[src/rtl/masked_sbox_scheduler.sv]
// Streams one 2-share AES state byte-by-byte through an external pipelined TI
// S-box and reassembles the returned shares in issue order.
module masked_sbox_scheduler #(
  parameter int SBOX_LAT = 3,
  parameter int RND_W    = 18
) (
  input  logic             clk,
  input  logic             rst_n,
  input  logic             in_valid,
  output logic             in_ready,
  input  logic [127:0]     in_s0,
  input  logic [127:0]     in_s1,
  input  logic             rnd_valid,
  input  logic [RND_W-1:0] rnd_data,
  output logic             rnd_ack,
  output logic             sb_in_valid,
  output logic [7:0]       sb_in_s0,
  output logic [7:0]       sb_in_s1,
  output logic [RND_W-1:0] sb_rnd,
  input  logic [7:0]       sb_out_s0,
  input  logic [7:0]       sb_out_s1,
  output logic             out_valid,
  input  logic             out_ready,
  output logic [127:0]     out_s0,
  output logic [127:0]     out_s1,
  output logic             busy
);
  typedef enum logic [1:0] {IDLE, FEED, DRAIN, DONE} state_e;

  state_e              state_q, state_d;
  logic [15:0][7:0]    sh0_q, sh0_d, sh1_q, sh1_d;
  logic [15:0][7:0]    res0_q, res0_d, res1_q, res1_d;
  logic [4:0]          fc_q, fc_d, cc_q, cc_d;
  logic [SBOX_LAT-1:0] vld_pipe_q, vld_pipe_d;
  logic                issue, cap;

  always_comb begin
    state_d = state_q;
    sh0_d   = sh0_q;
    sh1_d   = sh1_q;
    res0_d  = res0_q;
    res1_d  = res1_q;
    fc_d    = fc_q;
    cc_d    = cc_q;

    issue = (state_q == FEED) && rnd_valid && (fc_q < 5'd16);
    cap   = vld_pipe_q[SBOX_LAT-1] && ((state_q == FEED) || (state_q == DRAIN)) &&
            (cc_q < 5'd16);

    // Tag line mirrors the S-box pipeline; its tail marks a returning byte.
    vld_pipe_d[0] = issue;
    for (int i = 1; i < SBOX_LAT; i++) vld_pipe_d[i] = vld_pipe_q[i-1];

    if (issue) fc_d = fc_q + 5'd1;
    if (cap) begin
      res0_d[cc_q[3:0]] = sb_out_s0;
      res1_d[cc_q[3:0]] = sb_out_s1;
      cc_d              = cc_q + 5'd1;
    end

    case (state_q)
      IDLE: if (in_valid) begin
        sh0_d   = in_s0;
        sh1_d   = in_s1;
        fc_d    = '0;
        cc_d    = '0;
        state_d = FEED;
      end
      FEED:    if (issue && fc_q == 5'd15) state_d = DRAIN;
      DRAIN:   if (cap && cc_q == 5'd15) state_d = DONE;
      DONE:    if (out_ready) state_d = IDLE;
      default: state_d = IDLE;
    endcase
  end

  always_ff @(posedge clk or negedge rst_n) begin
    if (!rst_n) begin
      state_q    <= IDLE;
      sh0_q      <= '0;
      sh1_q      <= '0;
      res0_q     <= '0;
      res1_q     <= '0;
      fc_q       <= '0;
      cc_q       <= '0;
      vld_pipe_q <= '0;
    end else begin
      state_q    <= state_d;
      sh0_q      <= sh0_d;
      sh1_q      <= sh1_d;
      res0_q     <= res0_d;
      res1_q     <= res1_d;
      fc_q       <= fc_d;
      cc_q       <= cc_d;
      vld_pipe_q <= vld_pipe_d;
    end
  end

  // Byte select is the registered fc; shares stay in separate datapaths.
  assign sb_in_valid = issue;
  assign rnd_ack     = issue;
  assign sb_in_s0    = issue ? sh0_q[fc_q[3:0]] : 8'h00;
  assign sb_in_s1    = issue ? sh1_q[fc_q[3:0]] : 8'h00;
  assign sb_rnd      = issue ? rnd_data : '0;

  assign in_ready  = (state_q == IDLE);
  assign busy      = (state_q != IDLE);
  assign out_valid = (state_q == DONE);
  assign out_s0    = res0_q;
  assign out_s1    = res1_q;
endmodule

[config.mk]
export PLATFORM = sky130hd
export DESIGN_NAME = masked_sbox_scheduler
export DESIGN_NICKNAME = d
export VERILOG_FILES = /design/src/rtl/masked_sbox_scheduler.sv
export SDC_FILE = /design/constraint.sdc
export NUM_CORES = 1
export LEC_CHECK = 0
export CORE_ASPECT_RATIO = 0.5
export CORE_MARGIN = 5
export CORE_UTILIZATION = 49
export CTS_BUF_LIST = sky130_fd_sc_hd__clkbuf_16
export CTS_CLUSTER_DIAMETER = 50
export DETAILED_ROUTE_END_ITERATION = 8
export PLACE_DENSITY = 0.78
export SYNTH_ARGS = -nofsm -noshare
export SYNTH_HDL_FRONTEND = slang
export SYNTH_SLANG_ARGS = --single-unit
[constraint.sdc]
create_clock -name clk -period 2.8 [get_ports clk]
set_clock_uncertainty 0.1 [all_clocks]
set_input_delay 0.56 -clock clk [delete_from_list [all_inputs] [get_ports clk]]
set_output_delay 0.56 -clock clk [all_outputs]
set_load 0.02 [all_outputs]
==> images/pdn.png <==
Scale: 2 px per um. Pins as bars on the die edge. Tap cells in grey.
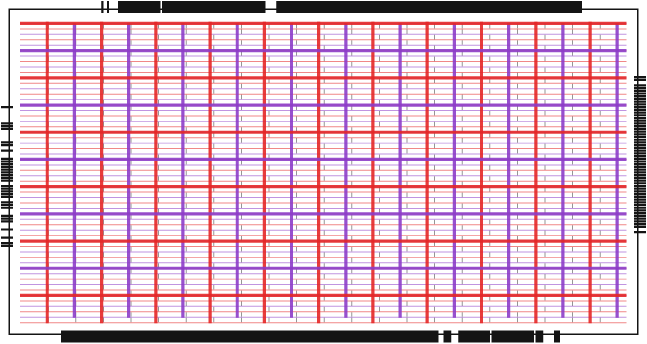
[red] VSS
[purple] VDD
met5 straps: 11
rows: 55
met4 straps: 22

==> images/cell_classes.png <==
Scale: 2 px per um. Fill, decap, tap and diode cells in grey.
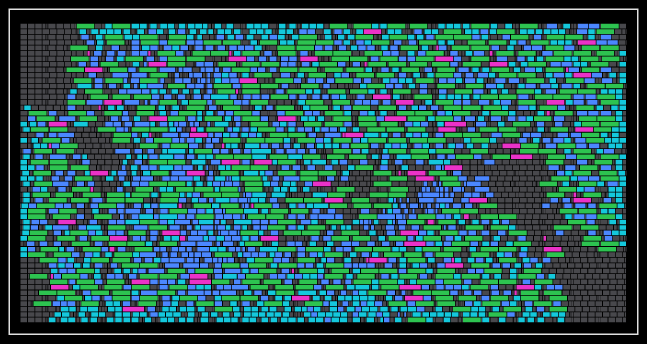
[green] flip-flops | cells: 527
[magenta] clock drivers and dummy loads | cells: 84
[blue] all other logic | cells: 830
[cyan] other buffers and delay cells | cells: 693

==> images/clock_map.png <==
Scale: 1.5 px per um.
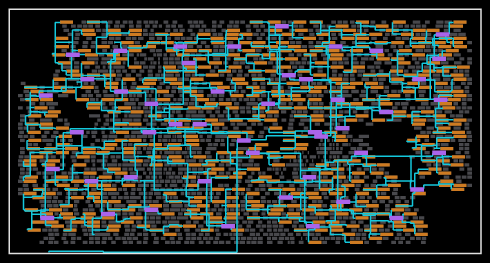
[purple] cells driving clock nets | count: 47
[orange] flip-flops | count: 527
[cyan] clock wires | length: 6280 um
flops lie: widely spread
routed clock nets: 48

[routing by layer]
layer / share of wire / up-vias / track usage
met1: 0.39 / 7894 / 0.328
li1: - / 6550 / -
met2: 0.51 / 470 / 0.448
met4: 0.051 / 2 / 0.117
met5: 0.00018 / - / 0
met3: 0.049 / 193 / 0.0398
[cell usage after synthesis, types with 2 or more instances]
cell type	count	area (um2)
dfrtp_1	527	13200
mux2_2	471	5300
mux2_4	70	1050
mux2i_1	67	671
buf_2	44	220
clkbuf_1	39	146
a22oi_1	31	233
and2_1	21	131
nand3_1	19	95.1
mux4_2	17	383
nor2b_1	16	100
o22ai_1	15	93.8
o31ai_1	14	105
ha_1	12	150
nand2_1	12	45.0
nor2_1	11	41.3
inv_1	9	33.8
nand2_2	9	56.3
buf_6	8	90.1
a21oi_1	4	20.0
buf_1	4	15.0
nand2_4	4	45.0
nand4_1	4	25.0
xor2_1	4	35.0
and3_1	3	18.8
buf_12	3	60.1
nand2_8	3	60.1
nand3b_1	2	15.0
nor4b_4	2	47.6
[layout make-up]
type | instances | area (um2) | area share
multi-input combinational | 820 | 9410 | 0.292
sequential | 527 | 13200 | 0.410
inverter | 10 | 37.5 | 0.00117
antenna | 21 | 52.6 | 0.00163
timing repair buffer | 693 | 7240 | 0.225
tap | 598 | 748 | 0.0232
clock buffer | 47 | 1180 | 0.0365
clock inverter | 37 | 352 | 0.0109
[power by group through the flow]
stage,clock [mW],sequential (mW),combinational [mW]
2_1_floorplan,0,8.24,0.208
3_3_place_gp,0,8.02,1.51
3_5_place_dp,0,8.03,1.52
4_1_cts,6.69,7.89,1.53
5_1_grt,7.06,7.90,1.60
6_report,6.58,7.89,1.51
[cell families after synthesis]
| kind of cell | count (synthesis) |
|---|---|
| and+or+nand+nor | 110 |
| xor gates and xnor gates | 5 |
| DFF | 527 |
| adders and majority gates | 12 |
| buffers and inverters | 109 |
| muxes | 625 |
| AOI/OAI and AO/OA | 68 |
[sequential cells by signal (all words and copies together), names as in the netlist]
name,cells
sh0_q,128
vld_pipe_q,3
fc_q,5
out_s1,128
sh1_q,128
cc_q,5
out_s0,128
state_q,2
[what timing repair did]
action | in CTS | in global routing
hold buffers | 1 | 0
cloned | 0 | 9
resized | 172 | 195
setup buffers | 0 | 21
endpoints found under the hold margin | 51 | 0
endpoints found under the setup margin | 36 | 38
pin swaps | 1 | 26
[worst min path at each step]
stage                                        from                       to  slack, ns
after floorplan                             rst_n        cc_q[0]$_DFF_PN0_       0.16
final                     vld_pipe_q[0]$_DFF_PN0_  vld_pipe_q[1]$_DFF_PN0_       0.26
after detailed placement  vld_pipe_q[1]$_DFF_PN0_  vld_pipe_q[2]$_DFF_PN0_       0.24
after global placement    vld_pipe_q[1]$_DFF_PN0_  vld_pipe_q[2]$_DFF_PN0_       0.23
after CTS                 vld_pipe_q[0]$_DFF_PN0_  vld_pipe_q[1]$_DFF_PN0_       0.26
after global routing      vld_pipe_q[0]$_DFF_PN0_  vld_pipe_q[1]$_DFF_PN0_       0.26
==> impl_metrics.env <==
# flow metrics
export IMPL_place_inst=2617
export IMPL_yosys_cells=1456
export IMPL_power_switching_share=0.229
export IMPL_fillCellCount=3033
export IMPL_seqPwrFrac=0.493
export IMPL_synth_area_um2=22600
export IMPL_cp_num_buf_inv=4
export IMPL_final_cell_mix="550 x clkdlybuf4s50_1, 524 x dfrtp_1, 467 x mux2_2, 74 x mux2_4, 59 x buf_4"
export IMPL_synth_cell_types=40
export IMPL_p_clk_frac=0.412
export IMPL_rows=55
export IMPL_holdPathStages=0
export IMPL_p_int_mw=12.3
export IMPL_timing_final_crit_share=1.07
export IMPL_yosysWarningCount=0
export IMPL_place_congestion=0.905
export IMPL_ys_seq_share=0.584
export IMPL_synth_xor_area_share=0.00194
export IMPL_setup_worst_path_start_class="register"
export IMPL_stdcell_count=2753
export IMPL_crit_type="reg -> out"
export IMPL_async_reset_ff_frac=1.00
export IMPL_critical_path_depth=8
export IMPL_ys_sh_mux=0.328
export IMPL_fp_dieW_um=314
export IMPL_slowest_delay_ns=0.49
export IMPL_whs_ns=0.255
export IMPL_clk_pin_slew_worst_paths_ns=0.07
export IMPL_worstHoldPathType="reg -> reg"
export IMPL_fp_nets=1763
export IMPL_clk_path_buf_depth=3
export IMPL_grt_pass1_wl_mm=101
export IMPL_rsz0062_at_grt="true"
export IMPL_violations="setup timing"
export IMPL_hold_viol_final=0
export IMPL_slew_viol_final=0
export IMPL_cp_required_ns=2.14
export IMPL_post_route_util=0.710
export IMPL_dpl_cell_area_um2=29500
export IMPL_ys_area_um2=22600
export IMPL_antenna_found_initial=21
export IMPL_ioPinCount=590
export IMPL_maxSlewHeadroom=0.434
export IMPL_crit_family="buffers and inverters"
export IMPL_routed_wl_mm=70.6
export IMPL_synth_simple_area_share=0.0320
export IMPL_crit_path_end_kind="output pin"
export IMPL_clock_latency_ns=0.58
export IMPL_status="finished, violations left"
export IMPL_first_global_vias=15800
export IMPL_area_growth_pct=42.7
export IMPL_setup_tns_ns=-2.74
export IMPL_cp_startpoint="fc_q[1]$_DFF_PN0_"
export IMPL_logic_family="multiplexers"
export IMPL_grt_usage=0.259
export IMPL_dp_slack_ns=-0.634
export IMPL_r2r_start="state_q[0]$_DFFE_PN0P_"
export IMPL_gr_total_overflow=0
export IMPL_first_iter_violations=928
export IMPL_drcViolationCount=0
export IMPL_p_comb_frac=0.095
export IMPL_synth_avg_cell_area_um2=15.5
export IMPL_h_tree_depth=2
export IMPL_final_layout_top_logic_cell="clkdlybuf4s50_1"
export IMPL_stdcell_area_um2=32200
export IMPL_cts_buffers=47
export IMPL_worst_pin_slew_ns=0.847
export IMPL_ys_sh_aoi=0.0214
export IMPL_clock_sinks=527
export IMPL_setup_violations_final=24
export IMPL_ys_flops=527
export IMPL_reg2reg_depth=7
export IMPL_fp_util=0.498
export IMPL_finalWorstSetupSlack_ns=-0.183
export IMPL_maxCapViolations=0
export IMPL_grt_max_degree=77
export IMPL_crit_top_cell="buf_12"
export IMPL_critPathMaxFanout=6
export IMPL_drive_above_1_share=0.412
export IMPL_dieArea_um2=50700
export IMPL_cp_endpoint="sb_in_s0[7]"
export IMPL_adder_share=0.00665
export IMPL_rrSetupSlack_ns=0.21
export IMPL_switchingPower_mw=3.67
export IMPL_min_period_ns=2.98
export IMPL_fmax_mhz=335
export IMPL_syn_inst=1456
export IMPL_r2r_end="out_s0[101]$_DFFE_PN0P_"
export IMPL_wl_per_cell_um=25.6
export IMPL_vdd_drop_max_v=0.000518
export IMPL_tool_warnings=35
export IMPL_critPathSlowestCell="dfrtp_4"
export IMPL_cts_tree="yes"
export IMPL_die_height_um=162
export IMPL_postRouteAntennaNets=0
export IMPL_via_per_inst=5.49
export IMPL_edf_count=0
export IMPL_p_leak_nw=14.5
export IMPL_core_um2=45300
export IMPL_totalPowerFinal_mw=16.0
export IMPL_powerDensity_nw_per_um2=496
export IMPL_fin_nets=2406
export IMPL_ff_type="dfrtp_1"
export IMPL_port_buffers=589
export IMPL_crit_path_cell_trace="buf_12 -> buf_12 -> buf_4 -> mux2i_2 -> a22oi_2 -> nand3_4 -> o31ai_4 -> buf_6"
export IMPL_firstDrtPassIters=5
export IMPL_crit_arrival_ns=2.32
export IMPL_dp_hpwl_mm=50.6
export IMPL_clock_root_buffer="clkbuf_16"
export IMPL_vias=15100
